<file path="src/rtl/aes_cmd_ctrl.sv">
// AES command sequencer: assembles framed SET_KEY/ENCRYPT operands, pulses the core, streams out ciphertext.
// Latency: FIRE the cycle after the last operand word, SEND the cycle after the strobe; s_ready drops FIRE..SEND, m_data held while m_ready=0.
module aes_cmd_ctrl #(
   parameter int WORD_W    = 32,
   parameter int KEY_WORDS = 4,
   parameter int BLK_WORDS = 4,
   parameter int TIMEOUT   = 64,
   parameter logic [WORD_W-1:0] CMD_SET_KEY = WORD_W'(1),
   parameter logic [WORD_W-1:0] CMD_ENCRYPT = WORD_W'(2)
) (
   input  logic                          clk,
   input  logic                          reset,
   input  logic [WORD_W-1:0]             s_data,
   input  logic                          s_valid,
   input  logic                          s_last,
   output logic                          s_ready,
   output logic [WORD_W-1:0]             m_data,
   output logic                          m_valid,
   output logic                          m_last,
   input  logic                          m_ready,
   output logic                          aes_en,
   output logic [WORD_W-1:0]             aes_cmd,
   output logic [KEY_WORDS*WORD_W-1:0]   aes_key,
   output logic [BLK_WORDS*WORD_W-1:0]   aes_plaintext,
   input  logic [BLK_WORDS*WORD_W-1:0]   aes_ciphertext,
   input  logic                          aes_en_o,
   output logic                          busy,
   output logic                          key_loaded,
   output logic [2:0]                    err
);

   localparam int KEY_W     = KEY_WORDS * WORD_W;
   localparam int BLK_W     = BLK_WORDS * WORD_W;
   localparam int MAX_WORDS = (KEY_WORDS > BLK_WORDS) ? KEY_WORDS : BLK_WORDS;
   localparam int SW        = (MAX_WORDS - 1) * WORD_W;
   localparam int CNT_W     = (MAX_WORDS > 1) ? $clog2(MAX_WORDS) : 1;
   localparam int TW        = (TIMEOUT > 1) ? $clog2(TIMEOUT) : 1;
   localparam logic [CNT_W-1:0] KEY_LAST = CNT_W'(KEY_WORDS - 1);
   localparam logic [CNT_W-1:0] BLK_LAST = CNT_W'(BLK_WORDS - 1);
   localparam logic [TW-1:0]    TMO_LAST = TW'(TIMEOUT - 1);

   typedef enum logic [2:0] {
      S_IDLE, S_LOAD_KEY, S_LOAD_BLK, S_FIRE, S_WAIT, S_SEND, S_DRAIN
   } state_t;

   state_t           state, state_nxt;
   logic [CNT_W-1:0] cnt, cnt_nxt;
   logic [TW-1:0]    tmo, tmo_nxt;
   logic             init_q;
   logic [SW-1:0]    stage;
   logic [BLK_W-1:0] out_q;
   logic             s_acc;
   logic             shift_in, commit_key, commit_blk, capture, shift_out;
   logic             key_set, key_clr;
   logic [CNT_W-1:0] last_idx;

   assign s_ready = ((state == S_IDLE) && init_q) || (state == S_LOAD_KEY) ||
                    (state == S_LOAD_BLK) || (state == S_DRAIN);
   assign s_acc   = s_valid && s_ready;
   assign aes_en  = (state == S_FIRE);
   assign busy    = (state != S_IDLE);
   assign m_valid = (state == S_SEND);
   assign m_last  = (state == S_SEND) && (cnt == BLK_LAST);
   assign m_data  = (state == S_SEND) ? out_q[BLK_W-1 -: WORD_W] : '0;
   assign last_idx = (state == S_LOAD_KEY) ? KEY_LAST : BLK_LAST;

   always_comb begin
      state_nxt  = state;
      cnt_nxt    = cnt;
      tmo_nxt    = tmo;
      err        = '0;
      shift_in   = 1'b0;
      commit_key = 1'b0;
      commit_blk = 1'b0;
      capture    = 1'b0;
      shift_out  = 1'b0;
      key_set    = 1'b0;
      key_clr    = 1'b0;
      case (state)
         S_IDLE: begin
            if (s_acc) begin
               cnt_nxt = '0;
               if (s_last) begin
                  err[1] = 1'b1;
               end else if (s_data == CMD_SET_KEY) begin
                  state_nxt = S_LOAD_KEY;
               end else if (s_data == CMD_ENCRYPT) begin
                  if (key_loaded) begin
                     state_nxt = S_LOAD_BLK;
                  end else begin
                     err[0]    = 1'b1;
                     state_nxt = S_DRAIN;
                  end
               end else begin
                  err[1]    = 1'b1;
                  state_nxt = S_DRAIN;
               end
            end
         end
         S_LOAD_KEY, S_LOAD_BLK: begin
            if (s_acc) begin
               if (cnt == last_idx) begin
                  cnt_nxt = '0;
                  if (s_last) begin
                     commit_key = (state == S_LOAD_KEY);
                     commit_blk = (state == S_LOAD_BLK);
                     state_nxt  = S_FIRE;
                  end else begin
                     err[1]    = 1'b1;
                     state_nxt = S_DRAIN;
                  end
               end else if (s_last) begin
                  // short frame: operands stay as they were
                  err[1]    = 1'b1;
                  cnt_nxt   = '0;
                  state_nxt = S_IDLE;
               end else begin
                  shift_in = 1'b1;
                  cnt_nxt  = cnt + CNT_W'(1);
               end
            end
         end
         S_FIRE: begin
            tmo_nxt   = '0;
            state_nxt = S_WAIT;
         end
         S_WAIT: begin
            // a strobe on the final timeout cycle still wins
            if (aes_en_o) begin
               if (aes_cmd == CMD_SET_KEY) begin
                  key_set   = 1'b1;
                  state_nxt = S_IDLE;
               end else begin
                  capture   = 1'b1;
                  cnt_nxt   = '0;
                  state_nxt = S_SEND;
               end
            end else if (tmo == TMO_LAST) begin
               err[2]    = 1'b1;
               key_clr   = (aes_cmd == CMD_SET_KEY);
               state_nxt = S_IDLE;
            end else begin
               tmo_nxt = tmo + TW'(1);
            end
         end
         S_SEND: begin
            if (m_ready) begin
               shift_out = 1'b1;
               if (cnt == BLK_LAST) begin
                  cnt_nxt   = '0;
                  state_nxt = S_IDLE;
               end else begin
                  cnt_nxt = cnt + CNT_W'(1);
               end
            end
         end
         S_DRAIN: begin
            if (s_acc && s_last) state_nxt = S_IDLE;
         end
         default: state_nxt = S_IDLE;
      endcase
   end

   always_ff @(posedge clk or negedge reset) begin
      if (!reset) begin
         state  <= S_IDLE;
         cnt    <= '0;
         tmo    <= '0;
         init_q <= 1'b0;
      end else begin
         state  <= state_nxt;
         cnt    <= cnt_nxt;
         tmo    <= tmo_nxt;
         init_q <= 1'b1;
      end
   end

   always_ff @(posedge clk or negedge reset) begin
      if (!reset) begin
         stage         <= '0;
         aes_key       <= '0;
         aes_plaintext <= '0;
         aes_cmd       <= '0;
         out_q         <= '0;
         key_loaded    <= 1'b0;
      end else begin
         if (shift_in) stage <= (stage << WORD_W) | SW'(s_data);
         // the final word comes straight from the bus; earlier words from the stage
         if (commit_key) begin
            aes_key <= {stage[(KEY_WORDS-1)*WORD_W-1:0], s_data};
            aes_cmd <= CMD_SET_KEY;
         end
         if (commit_blk) begin
            aes_plaintext <= {stage[(BLK_WORDS-1)*WORD_W-1:0], s_data};
            aes_cmd       <= CMD_ENCRYPT;
         end
         if (capture) begin
            out_q <= aes_ciphertext;
         end else if (shift_out) begin
            out_q <= out_q << WORD_W;
         end
         if (key_set) begin
            key_loaded <= 1'b1;
         end else if (key_clr) begin
            key_loaded <= 1'b0;
         end
      end
   end

endmodule

</file>
<file path="config.mk">
export PLATFORM = sky130hd
export DESIGN_NAME = aes_cmd_ctrl
export DESIGN_NICKNAME = d
export VERILOG_FILES = /design/src/rtl/aes_cmd_ctrl.sv
export SDC_FILE = /design/constraint.sdc
export NUM_CORES = 1
export LEC_CHECK = 0
export CAP_MARGIN = 20
export CELL_PAD_IN_SITES_DETAIL_PLACEMENT = 0
export CELL_PAD_IN_SITES_GLOBAL_PLACEMENT = 1
export CORE_ASPECT_RATIO = 1.25
export CORE_UTILIZATION = 36
export CTS_CLUSTER_DIAMETER = 40
export CTS_CLUSTER_SIZE = 8
export DETAILED_ROUTE_END_ITERATION = 7
export PLACE_DENSITY_LB_ADDON = 0.1
export SYNTH_ARGS = -nofsm -noshare
export SYNTH_HDL_FRONTEND = slang
export SYNTH_SLANG_ARGS = --single-unit
</file>
<file path="constraint.sdc">
create_clock -name clk -period 2.6 [get_ports clk]
set_clock_uncertainty 0.2 [all_clocks]
set_input_delay 0.78 -clock clk [delete_from_list [all_inputs] [get_ports clk]]
set_output_delay 0.78 -clock clk [all_outputs]
set_load 0.02 [all_outputs]
</file>
**Gate-type map**

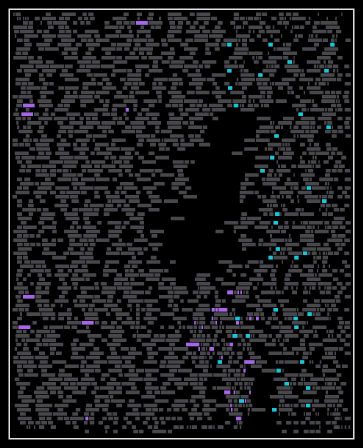
- cyan: non-inverting ao/oa cells (cells 37; where a vertical strip on the right)
- purple: nor cells (cells 35)

**The clock network**

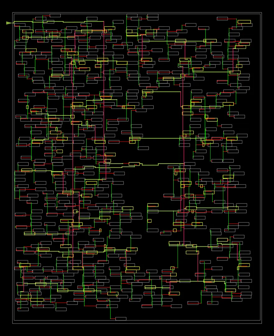
Clock Power: 0.0102 W
Flops: 495

**Pin placement**

The bar under the picture is 50 um long. Pins as bars across the die edge, other pins in grey.
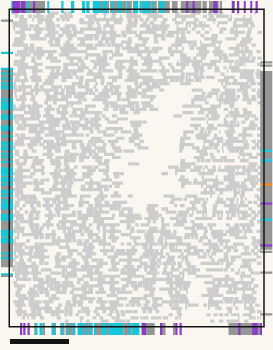
- orange: `m_last` (pins 1; direction output; edge east)
- cyan: `aes_plaintext` (pins 128; direction output; edge 58 west, 36 north, 31 south, 3 east)
- purple: `aes_cmd` (pins 32; direction output; edge 17 north, 13 south, 2 east)

==> reports/metrics.csv <==
stage,metric,value,unit
outcome,outcome,finished with violations,
outcome,violations,setup timing,
global_routing,grt_pass1_wl,91300,um
place,dpl.cell_count,2704,
global_routing,grt_overflow,0,
yosys,flop_cell,dfrtp_1,
pwr,top_power_group,sequential cells,
critical_path,startpoint_type,register,
yosys,adder_share,0.307,%
yosys,synth_top_cell_by_area,dfrtp_1,
place,gp_congestion,0.780,
global_routing,grt.busiest_layer,met2,
critical_path,critPathCaptureType,primary output,
final_timing,finalSetupViolations,131,
yosys,logic_family,multiplexers,
final_layout,drive_gt1_share,37.2,%
critical_path,required,1.62,ns
critical_path,slowest_delay,0.41,ns
final_timing,finalWorstSetupSlack,-0.751,ns
global_routing,met3_usage,7.46,%
global_routing,use_met2,33.5,%
pwr,seq-power,0.0108,W
critical_path,timing.rr.end,stage[83],
critical_path,critical_path_buf_inv_count,2,
yosys,ys_top_cells_by_count,"dfrtp_1, mux2_2, nand2_1, mux2i_1, o21ai_1",
critical_path,worstSetupStartpoint,state[2],
clocking,cts-root-buf,clkbuf_16,
yosys,top_cell,dfrtp_1,
global_routing,grt_max_degree,91,
yosys,netlist_area,0.0204,sq mm
global_routing,antenna_found_initial,4,
clocking,cts_sinks,495,
critical_path,r2r_start,state[0],
clocking,clk_path_buf_depth,3,
route,drt_iter0_markers,615,
pwr,power_density,872,mW/mm^2
critical_path,crit_chain,or3_4 -> or3b_4 -> buf_6 -> nor4b_4 -> buf_4,
final_layout,fin_nets,2273,
final_timing,worst_pin_slew,0.500,ns
worst_hold_path,hold_depth,1,
clocking,clock_latency,0.61,ns
yosys,post_synth_xor_area_fraction,0.129,%
critical_path,cp-endpoint,err[0],
-- metrics by stage --
stage / total power (W) / cell area (sq um) / setup slack (ns) / setup TNS (ns) / hold WS [ns]
6_report: 0.0264 / 30300 / -0.751 / -18.54 / 0.294
5_1_grt: 0.0278 / 30300 / -0.802 / -31.58 / 0.289
4_1_cts: 0.0266 / 30000 / -0.802 / -24.64 / 0.262
3_5_place_dp: 0.0158 / 26800 / -1.55 / -183.20 / 0.280
3_3_place_gp: 0.0156 / 26800 / -1.52 / -182.31 / 0.278
2_1_floorplan: 0.0138 / 20500 / -0.152 / -0.273 / 0.244
-- area by class of cell --
cell class              count  area, sq um
clock buffers             102         2260
repair buffers            660         6770
clock inverters            25          320
flip-flops and latches    495        12400
fillers                  4770        25600
diodes                      2         5.00
multi-input cells         853         7600
well taps                 742          928
inverters                   8         30.0
Power is estimated from default activity; no workload was simulated.
